==> config.mk <==
export PLATFORM = sky130hd
export DESIGN_NAME = csr_access_ctrl
export DESIGN_NICKNAME = d
export VERILOG_FILES = /design/src/rtl/csr_access_ctrl.sv
export SDC_FILE = /design/constraint.sdc
export NUM_CORES = 1
export LEC_CHECK = 0
export CAP_MARGIN = 20
export CORE_MARGIN = 4
export CORE_UTILIZATION = 51
export CTS_CLUSTER_DIAMETER = 50
export DETAILED_ROUTE_END_ITERATION = 16
export GPL_ROUTABILITY_DRIVEN = 0
export PLACE_DENSITY = 0.86
export SLEW_MARGIN = 20
export SYNTH_ARGS = -nofsm -noshare
export SYNTH_HDL_FRONTEND = slang
export SYNTH_SLANG_ARGS = --single-unit
==> constraint.sdc <==
create_clock -name clk -period 3.6 [get_ports clk]
set_input_delay 0.72 -clock clk [delete_from_list [all_inputs] [get_ports clk]]
set_output_delay 0.72 -clock clk [all_outputs]
set_load 0.01 [all_outputs]
==> src/rtl/csr_access_ctrl.sv <==
// CSR access controller: round-robin arbitration between the pipeline and debug
// requesters, then a fixed read / modify / write / acknowledge sequence.
module csr_access_ctrl #(
  parameter int ADDR_W = 12
) (
  input  logic              clk,
  input  logic              rst,
  input  logic              p_req,
  input  logic              d_req,
  input  logic [2:0]        p_op,
  input  logic [2:0]        d_op,
  input  logic [ADDR_W-1:0] p_addr,
  input  logic [ADDR_W-1:0] d_addr,
  input  logic [31:0]       p_src,
  input  logic [31:0]       d_src,
  output logic              p_ack,
  output logic              d_ack,
  output logic [31:0]       rdata,
  output logic              err,
  output logic              busy,
  output logic              csr_r_en,
  output logic              csr_w_en,
  output logic [ADDR_W-1:0] csr_addr,
  output logic [31:0]       csr_wdata,
  input  logic [31:0]       csr_rdata
);

  typedef enum logic [1:0] {IDLE, READ, WRITE, DONE} state_t;

  state_t              state, state_nxt;
  logic                last_dbg_q;
  logic [1:0]          kind_q;
  logic [ADDR_W-1:0]   addr_q;
  logic [31:0]         operand_q, old_q, wdata_q, rdata_q;
  logic                illegal_q, write_q, err_q;

  logic                any_req, grant_dbg, sel_supp, sel_illegal;
  logic [2:0]          sel_op;
  logic [ADDR_W-1:0]   sel_addr;
  logic [31:0]         sel_src, sel_operand;

  function automatic logic [31:0] operand_of(input logic [2:0] op, input logic [31:0] src);
    logic [31:0] res;
    res = op[2] ? {27'b0, src[4:0]} : src;
    return res;
  endfunction

  function automatic logic [31:0] new_value(input logic [1:0] kind, input logic [31:0] old,
                                            input logic [31:0] opnd);
    logic [31:0] res;
    case (kind)
      2'b01:   res = opnd;
      2'b10:   res = old | opnd;
      default: res = old & ~opnd;
    endcase
    return res;
  endfunction

  // Debug wins only if pipeline is idle or pipeline held the previous grant.
  assign any_req     = p_req | d_req;
  assign grant_dbg   = d_req && (!p_req || !last_dbg_q);
  assign sel_op      = grant_dbg ? d_op   : p_op;
  assign sel_addr    = grant_dbg ? d_addr : p_addr;
  assign sel_src     = grant_dbg ? d_src  : p_src;
  assign sel_operand = operand_of(sel_op, sel_src);
  assign sel_supp    = sel_op[1] && (sel_operand == 32'd0);
  assign sel_illegal = (sel_op[1:0] == 2'b00) ||
                       (!sel_supp && (sel_addr[ADDR_W-1 -: 2] == 2'b11));

  always_comb begin
    state_nxt = state;
    case (state)
      IDLE:    if (any_req) state_nxt = READ;
      READ:    state_nxt = WRITE;
      WRITE:   state_nxt = DONE;
      DONE:    state_nxt = IDLE;
      default: state_nxt = IDLE;
    endcase
  end

  always_ff @(posedge clk) begin
    if (rst) begin
      state      <= IDLE;
      last_dbg_q <= 1'b1;
      addr_q     <= '0;
      wdata_q    <= '0;
      rdata_q    <= '0;
      err_q      <= 1'b0;
      illegal_q  <= 1'b0;
      write_q    <= 1'b0;
    end else begin
      state <= state_nxt;
      if (state == IDLE && any_req) begin
        last_dbg_q <= grant_dbg;
        addr_q     <= sel_addr;
        illegal_q  <= sel_illegal;
        write_q    <= !sel_illegal && !sel_supp;
      end
      if (state == READ)
        wdata_q <= new_value(kind_q, csr_rdata, operand_q);
      if (state == WRITE) begin
        rdata_q <= illegal_q ? 32'd0 : old_q;
        err_q   <= illegal_q;
      end
    end
  end

  always_ff @(posedge clk) begin
    if (state == IDLE && any_req) begin
      kind_q    <= sel_op[1:0];
      operand_q <= sel_operand;
    end
    if (state == READ)
      old_q <= csr_rdata;
  end

  // Reset masks every output in the reset cycle itself, including a pending write.
  assign busy      = !rst && (state != IDLE);
  assign csr_r_en  = !rst && (state == READ);
  assign csr_w_en  = !rst && (state == WRITE) && write_q;
  assign p_ack     = !rst && (state == DONE) && !last_dbg_q;
  assign d_ack     = !rst && (state == DONE) && last_dbg_q;
  assign csr_addr  = rst ? '0 : addr_q;
  assign csr_wdata = rst ? 32'd0 : wdata_q;
  assign rdata     = rst ? 32'd0 : rdata_q;
  assign err       = !rst && err_q;

endmodule
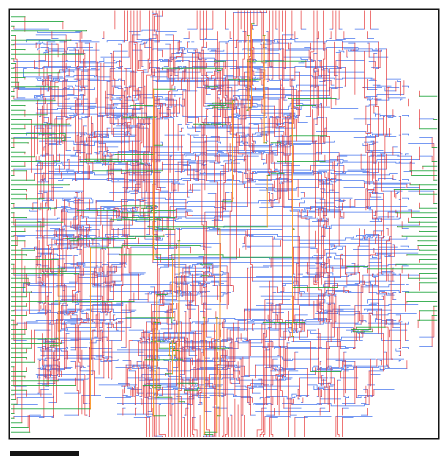
Fig. 1. Routed metal, one color a layer.
Bar = 20 µm.
- red: metal 2 (wire length 9220 µm)
- green: metal 3 (wire length 1450 µm)
- orange: metal 4 (wire length 569 µm)
- blue: metal 1 (wire length 8480 µm)
total track usage: 24.9%
via count: 6218
Detailed Route WL: 19.7 mm
WL/cell: 17.3 µm

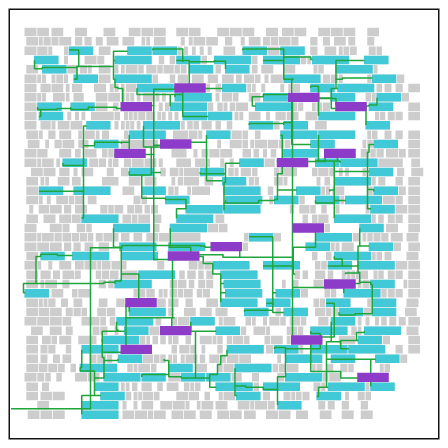
Fig. 2. Clock network drawn from the DEF.
- cyan: flip-flops (count 148)
- green: clock wires (length 1650 µm)
- purple: clock drivers (count 17)
- routed clock nets: 18
Clock net power: 1670 µW
skew final: 0.00763 ns
clk_lat worst skew: 0.41 ns
Clk pwr share: 26.9%

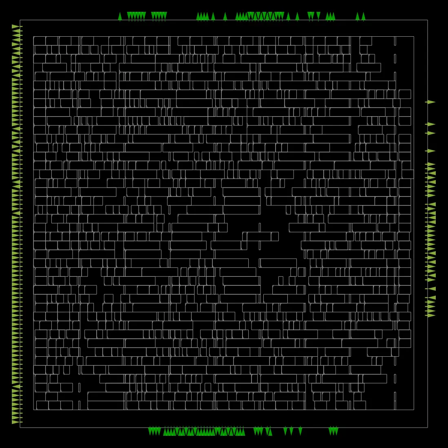
Fig. 3. Cell outlines without signal wires.
layout filler cell count: 980
final cell count without fillers: 1142
fin util: 73.3%

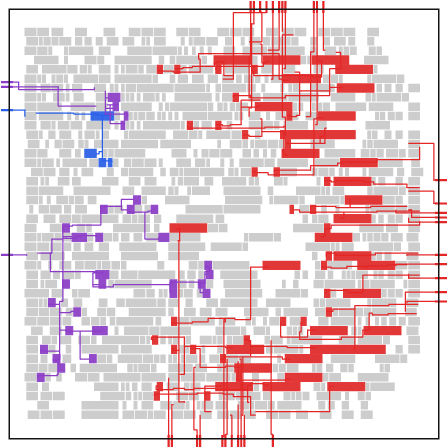
Fig. 4. Nets reached from selected ports.
- blue: p_req (bits 1; direction input; edge west; end cells 4; buffers 1; wire 46.5 µm)
- red: csr_rdata (bits 32; direction input; edge 11 north, 11 south, 10 east; end cells 64; buffers 32; wire 1680 µm)
- purple: p_op (bits 3; direction input; edge west; end cells 33; buffers 4; wire 341 µm)
PortBufs: 211
I/O pin total: 212

==> summary.txt <==
impl run done, here's what came out: Final non-clock buffer share=22.9%, Initial Utilization=52.3%, ys flop type=dfxtp_1, final instance area=0.00975 mm², inverters=36, H-tree depth=4, area fraction of clock buffers and clock inverters=5.78%, Tcrit/Tclk final=77.0%, Startpoint Class=primary input, n_diodes=0, critical path required time=2.88 ns, stage-log warning count=30, Worst Setup EP=d_ack, clock buffers=28, R2R setup slack=1.34 ns, number of max-cap violations=0, Core ar.=0.0133 mm², Power Sequential=2600 µW, Post-synth seq share=52.1%, Cell variety after synth=39, number of non-clock buffers=226, Flop Count=148, cell taking the most area after synthesis=edfxtp_1, Final nets=1089, cells resized by post-CTS repair=0, RSZ-0062 raised after global routing=no, placed cell count=1110, Crit Path Category=in2out, worst min-delay path startpoint=wdata_q[15], flops out of synthesis=148, synthesized netlist cell count=765, crit-path max FO=35, ao+oa area frac=18.2%, outcome=finished clean, Worst-path clk slew=0.05 ns, Final setup viols=0, vias in the first global route=5967, Peak VDD IR=0.374 mV, combinational share of cell area=30.5%, main area contributors=edfxtp_1 (29%), dfxtp_1 (24%), nor2b_1 (7.4%), 1st-pass router iterations=5, Synth Net Count=901, vias per cell=5.44, Adders+Majority by Area=1.08%, Comb group=1950 µW, nature of the critical path endpoint=output port, comb_multi_in=524, mapped cell area=0.00695 mm², cells on worst reg2reg path=7, worst hold path depth=2, setup bufs post-CTS=0, Die Ht=125 µm, Worst Setup SP=rst, multiplexer area fraction after synthesis=0.144%, Leakage=0.00378 µW, antenna violations before repair=0, CTS tree=done, chip area=0.0156 mm², post-synth area from yosys stat=0.00695 mm², cell total in the yosys stat output=765, die width=125 µm, number of enable flip-flop cells=66, Worst EP arrival=2.05 ns, Detail Placement HPWL=14.0 mm, area grow syn2layout=40.3%, Slew Limit Fails=0, cts bufs inserted=17, Hold Path Sink=wdata_q[15], sequential power share=41.8%, first-pass GRT wire length=30.9 mm, Worst R2R End=wdata_q[19], fmax=361 MHz, CTS max path bufs=2, Worst Hold Class=reg2reg, tapcell count=176, cell area after placement=0.00919 mm², switch share=32.5%, dominant kind of combinational cell=simple AND/OR/NAND/NOR gates, CP max stage delay=0.55 ns, xor/xnor share=0%, Leading cell kind=sequential cells, NetSw=2030 µW, CTS sink count=148, Syn Area/Cell=9.08 µm², logic area=0.00297 mm²
==> synth_stat cells (all sizes together), types with 2 or more instances <==
| master | n |
|---|---|
| o21ai | 90 |
| dfxtp | 82 |
| nor2b | 82 |
| nand2 | 80 |
| a21oi | 67 |
| edfxtp | 66 |
| nor2 | 59 |
| clkbuf | 37 |
| inv | 35 |
| a211o | 31 |
| nand2b | 27 |
| nand3b | 27 |
| buf | 20 |
| a311oi | 13 |
| nor4 | 10 |
| ha | 6 |
| nor3 | 5 |
| nand4 | 4 |
| and3 | 3 |
| nand3 | 3 |
| o311a | 2 |
==> worst max-delay path, delay by kind of cell <==
family | cells | cell delay [ns]
AND/OR/NAND/NOR | 1 | 0.25
buffers and inverters | 4 | 1.08
==> layer usage <==
metal | up-vias | global-route usage (%) | part of all wire [%]
li1 | 3031 | - | -
met1 | 2869 | 31.0 | 43
met2 | 272 | 41.0 | 47
met3 | 46 | 6.90 | 7.4
met4 | 0 | 9.74 | 2.9
met5 | - | 0 | 0
==> cell usage in the layout (no fill, tap or decap), types with 2 or more instances in the layout <==
cell             count
nand4_1              4
dfxtp_1             82
clkdlybuf4s50_1    210
clkinv_2             3
clkbuf_16           18
o311a_1              2
clkbuf_1             7
ha_1                 5
nor2b_1             79
inv_1               35
edfxtp_1            66
nand3_1              3
nor2_1              59
nand3b_1            27
a311oi_1            13
buf_4               15
nor4_1              10
and3_1               3
nand2b_1            27
nor2b_2              2
nand2_1             80
a211o_1             31
a21oi_1             67
clkbuf_8             3
nor3_1               5
o21ai_0             90
==> through the flow <==
stage	worst slack, ns	total power (µW)
after global routing	0.757	6590
after CTS	0.823	6250
after global placement	0.826	4530
after detailed placement	0.791	4570
final	0.828	6230
after floorplan	1.03	3760
Power and IR drop assume default switching activity.
